Fig. 1: met4 routing
Cells faint in the background.
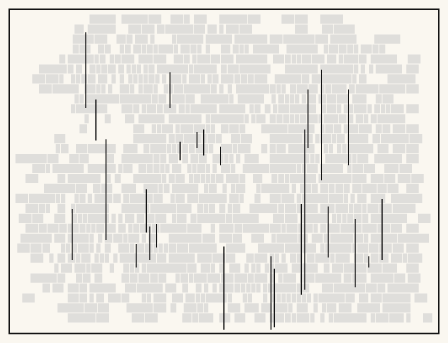
Fig. 2: wiring by layer
Two of the layers only.
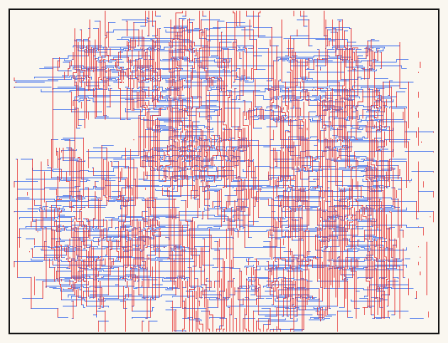
Fig. 3: power grid
Scale bar: 20 µm. Pins as bars on the die edge. Tap cells in gray.
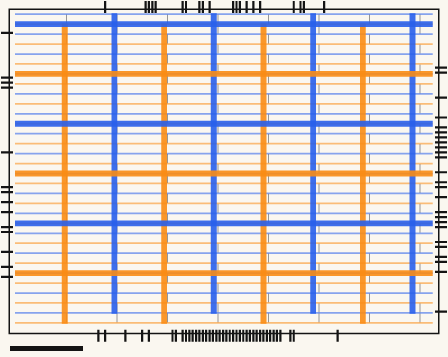
Fig. 4: track usage over the die
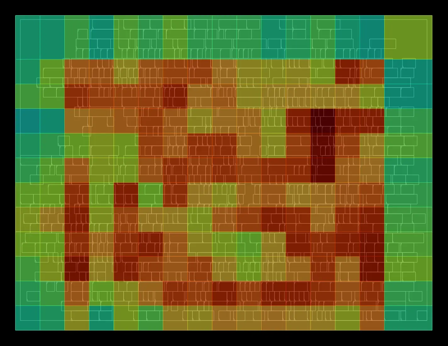
Fig. 5: close-up of the layout
Window x 75 to 100, y 10 to 35 µm. Cells in gray, sequential cells in the stronger gray; small squares are vias.
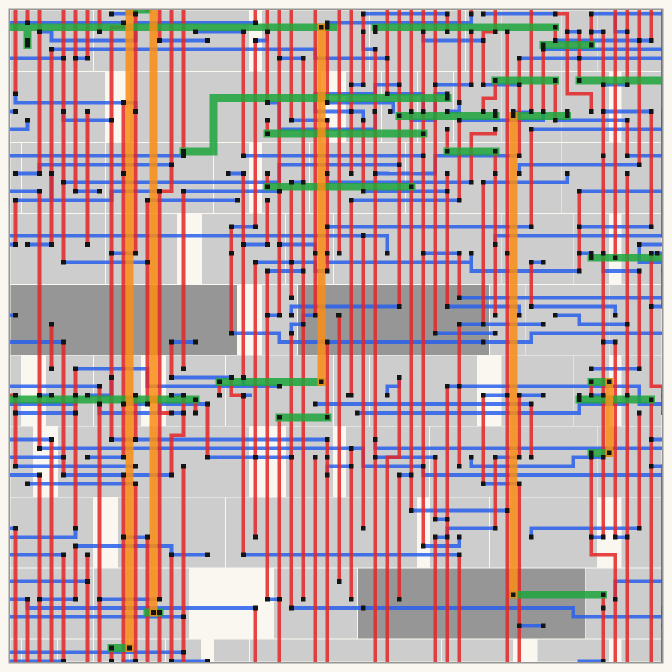
===== config.mk =====
export PLATFORM = sky130hd
export DESIGN_NAME = pipeline_hazard_controller
export DESIGN_NICKNAME = d
export VERILOG_FILES = /design/src/rtl/pipeline_hazard_controller.sv
export SDC_FILE = /design/constraint.sdc
export NUM_CORES = 1
export LEC_CHECK = 0
export ABC_AREA = 1
export CAP_MARGIN = 30
export CORE_ASPECT_RATIO = 0.75
export CORE_UTILIZATION = 46
export CTS_CLUSTER_DIAMETER = 120
export DETAILED_ROUTE_END_ITERATION = 8
export GPL_ROUTABILITY_DRIVEN = 0
export GPL_TIMING_DRIVEN = 0
export PLACE_DENSITY_LB_ADDON = 0.3
export RECOVER_POWER = 25
export SKIP_LAST_GASP = 1
export SYNTH_ARGS = -nofsm -noshare
export SYNTH_HDL_FRONTEND = slang
export SYNTH_SLANG_ARGS = --single-unit

===== constraint.sdc =====
create_clock -name clk -period 1.58 [get_ports clk]
set_input_delay 0.158 -clock clk [delete_from_list [all_inputs] [get_ports clk]]
set_output_delay 0.158 -clock clk [all_outputs]
set_load 0.01 [all_outputs]

===== src/rtl/pipeline_hazard_controller.sv =====
// Pipeline sequencing for the 5-stage TSC core: per-cycle stall/flush/PC-write decisions,
// data-memory wait tracking with timeout, and saturating performance counters.
module pipeline_hazard_controller #(
  parameter int WORD_SIZE    = 16,
  parameter int CNT_WIDTH    = 16,
  parameter int DMEM_TIMEOUT = 64
) (
  input  logic                 clk,
  input  logic                 reset_n,
  input  logic [1:0]           rs_ID,
  input  logic [1:0]           rt_ID,
  input  logic                 use_rs_ID,
  input  logic                 use_rt_ID,
  input  logic                 jpr_ID,
  input  logic                 jump_redirect_ID,
  input  logic [1:0]           write_reg_addr_EX,
  input  logic                 RegWrite_EX,
  input  logic                 d_readM_EX,
  input  logic [1:0]           write_reg_addr_MEM,
  input  logic                 RegWrite_MEM,
  input  logic                 d_readM_MEM,
  input  logic                 d_writeM_MEM,
  input  logic                 d_ready,
  input  logic                 i_ready,
  input  logic                 mispredict_EX,
  input  logic                 is_halted_WB,
  input  logic                 inst_valid_WB,
  output logic                 pc_write,
  output logic                 stall_IF_ID,
  output logic                 stall_ID_EX,
  output logic                 stall_EX_MEM,
  output logic                 stall_MEM_WB,
  output logic                 flush_IF_ID,
  output logic                 flush_ID_EX,
  output logic                 flush_EX_MEM,
  output logic                 flush_MEM_WB,
  output logic                 halted,
  output logic                 mem_error,
  output logic [CNT_WIDTH-1:0] cycle_count,
  output logic [CNT_WIDTH-1:0] retired_count,
  output logic [CNT_WIDTH-1:0] stall_count,
  output logic [CNT_WIDTH-1:0] flush_count
);

  if (DMEM_TIMEOUT < 1 || DMEM_TIMEOUT > 255 || WORD_SIZE < 1) begin : g_param_check
    $error("pipeline_hazard_controller: DMEM_TIMEOUT must be 1..255 and WORD_SIZE positive");
  end

  localparam logic [1:0] ST_RUN   = 2'd0;
  localparam logic [1:0] ST_DWAIT = 2'd1;
  localparam logic [1:0] ST_HALT  = 2'd2;

  localparam logic [7:0]           LP_TIMEOUT = 8'(DMEM_TIMEOUT);
  localparam logic [CNT_WIDTH-1:0] LP_CNT_ONE = CNT_WIDTH'(1);
  localparam logic [CNT_WIDTH-1:0] LP_CNT_MAX = '1;

  logic [1:0]           r_state;
  logic [7:0]           r_wait_cnt;
  logic                 r_halted;
  logic                 r_mem_error;
  logic [CNT_WIDTH-1:0] r_cycle_cnt;
  logic [CNT_WIDTH-1:0] r_retired_cnt;
  logic [CNT_WIDTH-1:0] r_stall_cnt;
  logic [CNT_WIDTH-1:0] r_flush_cnt;

  logic w_dmem_miss;
  logic w_load_use;
  logic w_jpr_haz;
  logic w_flush_event;

  assign w_dmem_miss = (d_readM_MEM | d_writeM_MEM) & ~d_ready;
  assign w_load_use  = d_readM_EX & RegWrite_EX &
                       ((use_rs_ID & (write_reg_addr_EX == rs_ID)) |
                        (use_rt_ID & (write_reg_addr_EX == rt_ID)));
  // JPR needs rs in ID, so any EX writer or a MEM load still in flight must be waited out
  assign w_jpr_haz   = jpr_ID &
                       ((RegWrite_EX & (write_reg_addr_EX == rs_ID)) |
                        (d_readM_MEM & RegWrite_MEM & (write_reg_addr_MEM == rs_ID)));

  always_comb begin
    pc_write      = 1'b1;
    stall_IF_ID   = 1'b0;
    stall_ID_EX   = 1'b0;
    stall_EX_MEM  = 1'b0;
    stall_MEM_WB  = 1'b0;
    flush_IF_ID   = 1'b0;
    flush_ID_EX   = 1'b0;
    flush_EX_MEM  = 1'b0;
    flush_MEM_WB  = 1'b0;
    w_flush_event = 1'b0;
    if (!reset_n || r_state == ST_HALT) begin
      pc_write     = 1'b0;
      flush_IF_ID  = 1'b1;
      flush_ID_EX  = 1'b1;
      flush_EX_MEM = 1'b1;
      flush_MEM_WB = 1'b1;
    end else if (w_dmem_miss) begin
      pc_write     = 1'b0;
      stall_IF_ID  = 1'b1;
      stall_ID_EX  = 1'b1;
      stall_EX_MEM = 1'b1;
      flush_MEM_WB = 1'b1;
    end else if (mispredict_EX) begin
      flush_IF_ID   = 1'b1;
      flush_ID_EX   = 1'b1;
      w_flush_event = 1'b1;
    end else if (w_load_use || w_jpr_haz) begin
      pc_write    = 1'b0;
      stall_IF_ID = 1'b1;
      flush_ID_EX = 1'b1;
    end else if (jump_redirect_ID) begin
      flush_IF_ID   = 1'b1;
      w_flush_event = 1'b1;
    end else if (!i_ready) begin
      pc_write    = 1'b0;
      flush_IF_ID = 1'b1;
    end
  end

  always_ff @(posedge clk) begin
    if (!reset_n) begin
      r_state       <= ST_RUN;
      r_wait_cnt    <= 8'd0;
      r_halted      <= 1'b0;
      r_mem_error   <= 1'b0;
      r_cycle_cnt   <= '0;
      r_retired_cnt <= '0;
      r_stall_cnt   <= '0;
      r_flush_cnt   <= '0;
    end else begin
      case (r_state)
        ST_RUN: begin
          if (is_halted_WB) begin
            r_state  <= ST_HALT;
            r_halted <= 1'b1;
          end else if (w_dmem_miss) begin
            r_state    <= ST_DWAIT;
            r_wait_cnt <= 8'd1;
          end
        end
        ST_DWAIT: begin
          if (d_ready) begin
            r_state    <= ST_RUN;
            r_wait_cnt <= 8'd0;
          end else if (r_wait_cnt == LP_TIMEOUT) begin
            r_state     <= ST_HALT;
            r_halted    <= 1'b1;
            r_mem_error <= 1'b1;
          end else begin
            r_wait_cnt <= r_wait_cnt + 8'd1;
          end
        end
        ST_HALT: r_state <= ST_HALT;
        default: r_state <= ST_RUN;
      endcase

      // Counters freeze once halted but still see the cycle that enters HALT
      if (r_state != ST_HALT) begin
        if (r_cycle_cnt != LP_CNT_MAX)
          r_cycle_cnt <= r_cycle_cnt + LP_CNT_ONE;
        if (inst_valid_WB && !stall_MEM_WB && r_retired_cnt != LP_CNT_MAX)
          r_retired_cnt <= r_retired_cnt + LP_CNT_ONE;
        if (!pc_write && r_stall_cnt != LP_CNT_MAX)
          r_stall_cnt <= r_stall_cnt + LP_CNT_ONE;
        if (w_flush_event && r_flush_cnt != LP_CNT_MAX)
          r_flush_cnt <= r_flush_cnt + LP_CNT_ONE;
      end
    end
  end

  assign halted        = r_halted;
  assign mem_error     = r_mem_error;
  assign cycle_count   = r_cycle_cnt;
  assign retired_count = r_retired_cnt;
  assign stall_count   = r_stall_cnt;
  assign flush_count   = r_flush_cnt;

endmodule


==> summary.txt <==
Leading cell kind = combinational gates
Top cell excl fill/tap = nand2_1
Depth of the CTS H-tree = 3
Layout cells sized above 1 = 34.7%
Power Dens Cells = 737 mW/mm²
Fin worst setup slack = -142 ps
Clk latency late pin = 340 ps
Status = finished with violations
Pin count of the biggest net entering global routing = 15
Worst hold start = d_ready
Failing checks = negative setup slack
Yosys stat cell total = 657
Number of remaining DRC errors = 0
Io pins = 99
Initial antenna violation count = 0
Final period util = 109%
Mapped cell area = 0.00456 mm²
Inverters = 85
Comb/total area = 43.4%
Synth Instances = 657
First-pass GRT wire length = 21.9 mm
Kind of critical path = register to register
Final setup viols = 38
Flop share of the area = 22.1%
Setup slack at placement = -856 ps
Post-CTS setup buffer count = 35
Total Nets Final = 857
Site Rows = 31
Sequential Area = 0.00161 mm²
Clock Skews = 8.02 ps
Ys flops = 76
Synthesis-to-layout area growth = 60.0%
Number of logged tool warnings = 30
Synthesized area per cell = 6.93 µm²
Startpoint Class = register
TritonCTS clock tree = built
Least-Margin Pin Slew = 660 ps
Fill cell count = 656
-- Fig. 1 (at the start) --
- nets with wire on the layer: 23
- share of all routed wire: 2.5%
- longest straight run: 43.5 µm
- main direction: vertical
final WL: 15.4 mm
DR vias: 5,312

-- Fig. 2 (at the start) --
- metal 1: blue (wire length 6,290 µm)
- metal 2: red (wire length 7,880 µm)
wire length per cell: 16.0 µm
gr usage total: 27.0%

-- Fig. 3 (at the start) --
- VDD: blue
- VSS: orange
- signal pins: 99
- met5 straps: 6
- met1 rails: 32
- met4 straps: 8
- tap cells: 132
Die Span X: 117 µm
Core Footprint: 0.00962 mm²

-- Fig. 4 (at the start) --
met2 Usage GRT: 46.6%
GRT busiest layer: met2

-- Fig. 5 (at the start) --
- metal 3: green
- metal 2: red
- metal 1: blue
- metal 4: orange
- most frequent: nand2_1 (5), xor2_1 (5), nand3_1 (5)
- netlist names of flops here include: `stall_count` (3)
- cells with their middle in the window: 60
- sequential cells in the window: 3

[power by group]
group	switching [µW]	internal, µW
Combinational	504	452
Clock	866	1560
Sequential	47.5	1940
Total	1420	3950
[stage by stage]
step,instances,area [µm²],hold WS (ps),utilization (%),total power (µW)
floorplan,657,4590,324,-,2390
global placement,886,5730,451,59.5,2620
detailed placement,886,5730,458,59.5,2640
CTS,940,6680,374,69.4,5260
global route,964,7290,452,75.8,5550
finish,964,7290,409,75.8,5370
[registers in the layout, summed over array words and instances (netlist names)]
name           cells
r_wait_cnt         8
retired_count     16
halted             1
r_state            2
mem_error          1
stall_count       16
flush_count       16
cycle_count       16
[worst max-delay path, stage by stage, from the launching register on]
cell	delay [ps]
dfxtp_2	320
buf_4	130
nor3_1	290
nand2_1	250
nand2_2	180
buf_2	190
nand3_1	100
a21oi_1	180
[metal layers]
metal,up-vias,GRT usage [%],part of all wire [%]
met5,-,0,0
met4,0,10.4,2.4
met3,52,5.67,5.7
met2,248,46.6,51
met1,2517,33.1,41
li1,2495,-,-
[final timing paths]
path | endpoint | slack (ps)
setup / recovery | r_wait_cnt[4]$_SDFFE_PN0P_ | -140
hold / removal | r_wait_cnt[7]$_SDFFE_PN0P_ | 410
setup reg to reg | r_wait_cnt[4]$_SDFFE_PN0P_ | -140
hold reg to reg | cycle_count[0]$_SDFFE_PN0P_ | 470
[cell families (layout without fill, tap and decap cells)]
| logic type | after synthesis | in the layout | synth area share [%] |
|---|---|---|---|
| buf+inv | 104 | 279 | 9.81 |
| xor+xnor | 37 | 37 | 7.11 |
| compound gates | 99 | 99 | 13.3 |
| other cells | 1 | 1 | 0.0823 |
| fa+ha+maj | 6 | 6 | 1.65 |
| simple gates | 334 | 334 | 34.7 |
| flops | 76 | 76 | 33.4 |
Power and IR drop assume default switching activity.
